Design router_out_arbiter, sky130hd; sources not shown.
**Run 1: met1 routing**

Supply wires on this layer in gray.
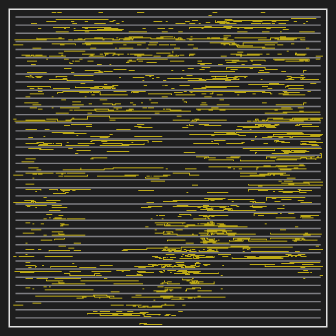
share of all routed wire	36%
longest straight run	37.3 um
nets with wire on the layer	537
main direction	horizontal
Vias: 3,001
Post-Route WL: 10,700 um
GRT met1 Usage: 20.1%

**Run 1: layout detail**

Bar = 10 um. Window x 38 to 68, y 38 to 68 um. Cells in gray, sequential cells in the stronger gray; small squares are vias.
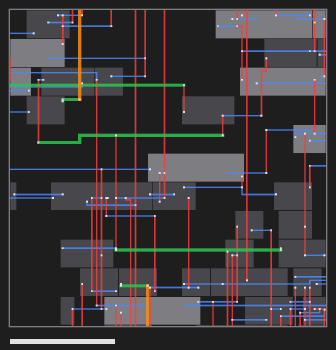
layer	color
metal 1	blue
metal 4	orange
metal 3	green
metal 2	red
most frequent	clkbuf_8 (5), dfrtp_1 (5)
cells with their middle in the window	27
sequential cells in the window	5

**Run 1: port wiring**

Bar = 20 um.
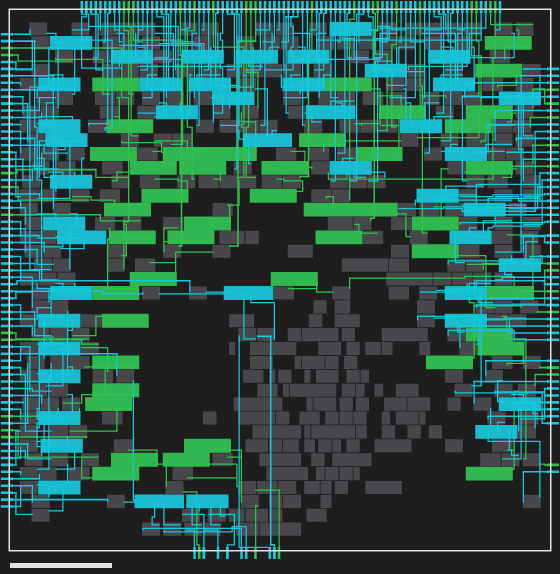
port	color	direction	edge	end cells	wire
in_data	cyan	input	71 north, 59 west, 38 east, 8 south	44	3,840 um
out_data	green	output	19 north, 12 east, 10 west, 3 south	44	1,680 um
I/O Pins: 234
I/O Buffers: 233

==> results.cfg, run 1 <==
; implementation run metrics
[outcome]
status = finished, final reports clean

[power_and_ir_drop]
top_power_group = combinational cells
power_frac_seq_pct = 16.0
p_per_area_nw_per_um2 = 1120
irDropWorstVdd_v = 0.000550
total_power_mw = 6.82
comb_cell_power_mw = 5.39
p_sw_mw = 3.02
power.leakage_nw = 2.36
p_comb_share_pct = 79.0
powerSeq_mw = 1.09
switching_share_pct = 44.3

[sta]
hold_viol_final = 0
tightestPinTransition_ps = 603
rsz0062_at_grt = no
setup_tns_ps = 0
setup_viol = 0
finalCritPeriodShare_pct = 96.0
fmax_mhz = 316
report.final.slew_viol_count = 0

[detailed_routing]
first_iter_violations = 87
wire_per_inst_um = 18.0
post_drt_via_cell_ratio = 5.06
drcViolationCount = 0
ant_nets = 0

[logic_synthesis]
synthCells = 212
synth-main-ff-cell = dfrtp_1
yosys-stat-cells = 212
largest_area_cell = dfrtp_1
topCellsByArea = dfrtp_1 36%, mux4_2 27%, mux2_2 16%
yosysWarnings = 6
fp_nets = 401
fa_ha_area_share_pct = 2.22
ys_types = 27
compound_area_share_pct = 3.52
synthSimpleGateAreaFrac_pct = 3.74
ys_sh_xor_pct = 0
mux_area_share_pct = 49.7

[clocking]
cts_tree = built
cts_hold_buf = 0
numCtsBuffers = 5
postCtsSetupBuffers = 4
cts_max_level = 2
cts-resized-gates = 4
cts.sinks = 49
clock.latency.late_pin_ps = 290
clk_pin_slew_ps = 90
cts_root_buffer = clkbuf_8

[hold_path]
hold-path-cell-count = 1
min-delay-path-class = reg2reg

[placed_design]
hpwlAfterDp_um = 8700
place_congestion = 0.766

[die]
die-width_um = 106
tap_cells = 136
die_h_um = 106

[setup_path]
arrival_ps = 2570
r2r_cells = 7
startpoint_type = flip-flop
cp_data_required_time_ps = 2700
cp-end-kind = primary output
rrSetupSlack_ps = 240
path_class = reg2out

[layout]
seq_area_um2 = 1230
fillCellCount = 863
nClkBuffers = 6
most-common-layout-cells = 225 x clkdlybuf4s50_1, 49 x mux2_2, 48 x dfrtp_1
antennaDiodeCount = 0
final_cell_area_um2 = 6110
largest_cell_class = non-clock buffers
clk_share_pct = 1.33
nonClkBufAreaFrac_pct = 42.0
buffers = 257
final_common_cell = clkdlybuf4s50_1
drive_above_1_share_pct = 30.2
final_util_pct = 59.4
comb_area_share_pct = 33.5
synthToLayoutAreaGrowth_pct = 80.9
comb_cells = 140

[grt]
use_met3_pct = 5.94
grt_busiest_layer = met2
antenna_found_initial = 0
grt_overflow = 0
grtUsageMet2_pct = 35.5
grt_pass1_wl_um = 16500
grt_pass1_vias = 3279
[run 1: worst max-delay path, cell delays in order (launching register included)]
cell and delay, ps:
dfrtp_1 360, buf_4 230, mux4_1 600, buf_4 160, nor4b_4 120, buf_4 150
a22oi_1 160, o21ai_0 130, nor3b_2 170, buf_4 200
[run 1: layer usage]
layer	wire, um	vias to the layer above	part of all wire, %
met5	0	-	0
met2	5680	159	53
li1	-	1351	-
met1	3820	1477	36
met3	918	14	8.6
met4	258	0	2.4
[run 1: per-stage QoR]
| stage | hold WS (ps) | instances |
|---|---|---|
| 2_1_floorplan | 486 | 212 |
| 3_3_place_gp | 387 | 580 |
| 3_5_place_dp | 392 | 580 |
| 4_1_cts | 413 | 591 |
| 5_1_grt | 418 | 593 |
| 6_report | 410 | 593 |
**Run 1: metal layers overlaid**

Only two layers are drawn.
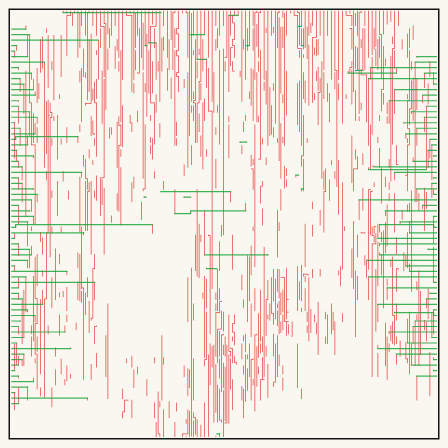

## Run 2: what changed since run 1
- CORE_UTILIZATION: 32 -> 39
- clock period: 3.3 -> 3.7 ns (I/O delays scaled with it)
**Run 2: metal layers overlaid**

Only two layers are drawn.
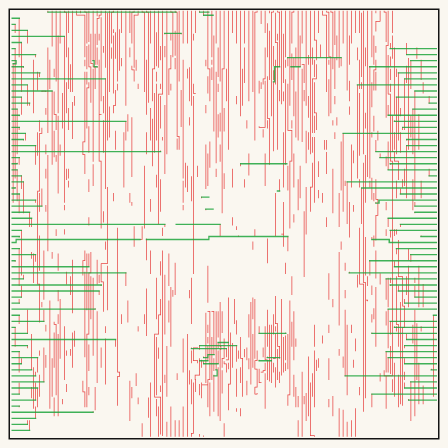
layer	color	wire length
metal 2	red	5,470 um
metal 3	green	1,190 um
GRT Total Usage: 21.2%
WL per Instance: 18.7 um
Vias: 2,928
Post-Route WL: 10,200 um

==> results.cfg, run 2 <==
; implementation run metrics
[hold_path]
min-delay-path-class = reg2reg
hold-path-cell-count = 1

[die]
io_pins = 234
die_h_um = 96.0

[detailed_routing]
post_drt_via_cell_ratio = 5.35
first_iter_violations = 65
drcViolationCount = 0

[setup_path]
cp-end-kind = primary output
slowest_delay_ps = 470
path_depth = 9
path_class = reg2out
crit_slowest_cell = dfrtp_2
rrSetupSlack_ps = 410
path_buffers = 3
cpLargestDelayFamily = simple AND/OR/NAND/NOR gates
crit_chain = inv_1 > ha_1 > mux4_2 > buf_4 > nor4b_4 > a22oi_1 > o21ai_0 > nor3b_2 > buf_4
cp_common_cell = buf_4

[logic_synthesis]
fa_ha_area_share_pct = 2.22
synthCells = 212
synth-main-ff-cell = dfrtp_1
ys_types = 27
compound_area_share_pct = 3.52
ys_sh_xor_pct = 0
fp_nets = 401
largest_area_cell = dfrtp_1
yosysWarnings = 6
mux_area_share_pct = 49.7
synthSimpleGateAreaFrac_pct = 3.74

[sta]
finalCritPeriodShare_pct = 94.1
setup_tns_ps = 0
fmax_mhz = 287
hold_viol_final = 0
whs_ps = 407
tightestPinTransition_ps = 570
rsz0062_at_grt = no

[layout]
antennaDiodeCount = 0
most-common-layout-cells = 229 x clkdlybuf4s50_1, 49 x mux2_2, 48 x dfrtp_1
drive_above_1_share_pct = 27.6
final_common_cell = clkdlybuf4s50_1
final_util_pct = 72.0
synthToLayoutAreaGrowth_pct = 77.1
final_cells = 547
final_cell_area_um2 = 5980

[clocking]
postCtsSetupBuffers = 0
clk_pin_slew_ps = 80
cts_root_buffer = clkbuf_8
cts_max_level = 2
cts_hold_buf = 0
cts.sinks = 49
cts-resized-gates = 0
cts_tree = built
clock.latency.late_pin_ps = 280
numCtsBuffers = 5

[power_and_ir_drop]
power.leakage_nw = 2.28
p_per_area_nw_per_um2 = 1010
irDropWorstVdd_v = 0.000536

[grt]
grt_overflow = 0
grt_pass1_wl_um = 14600
grt_pass1_vias = 2876

[placed_design]
place_inst = 539
port_buffers = 233
hpwlAfterDp_um = 8360

[outcome]
status = finished, final reports clean
-- run 2: cell type report --
class / instances / area (um^2)
Timing Repair Buffer: 242 / 2460
Sequential cell: 49 / 1230
Inverter: 4 / 15.0
Fill cell: 549 / 2320
Multi-Input combinational cell: 140 / 2040
Clock inverter: 2 / 35.0
Tap cell: 105 / 131
Clock buffer: 5 / 68.8
-- run 2: report_power, final --
group          switching, mW  internal [mW]
clock network          0.170          0.197
registers              0.148          0.836
logic                   2.33           2.33
-- run 2: metal layers --
metal | wire (um) | track usage, % | up-vias | part of all wire, %
met5 | 0 | 0 | - | 0
met4 | 165 | 5.51 | 0 | 1.6
li1 | - | - | 1322 | -
met3 | 1190 | 6.95 | 10 | 12
met2 | 5470 | 38.6 | 169 | 53
met1 | 3410 | 23.7 | 1427 | 33
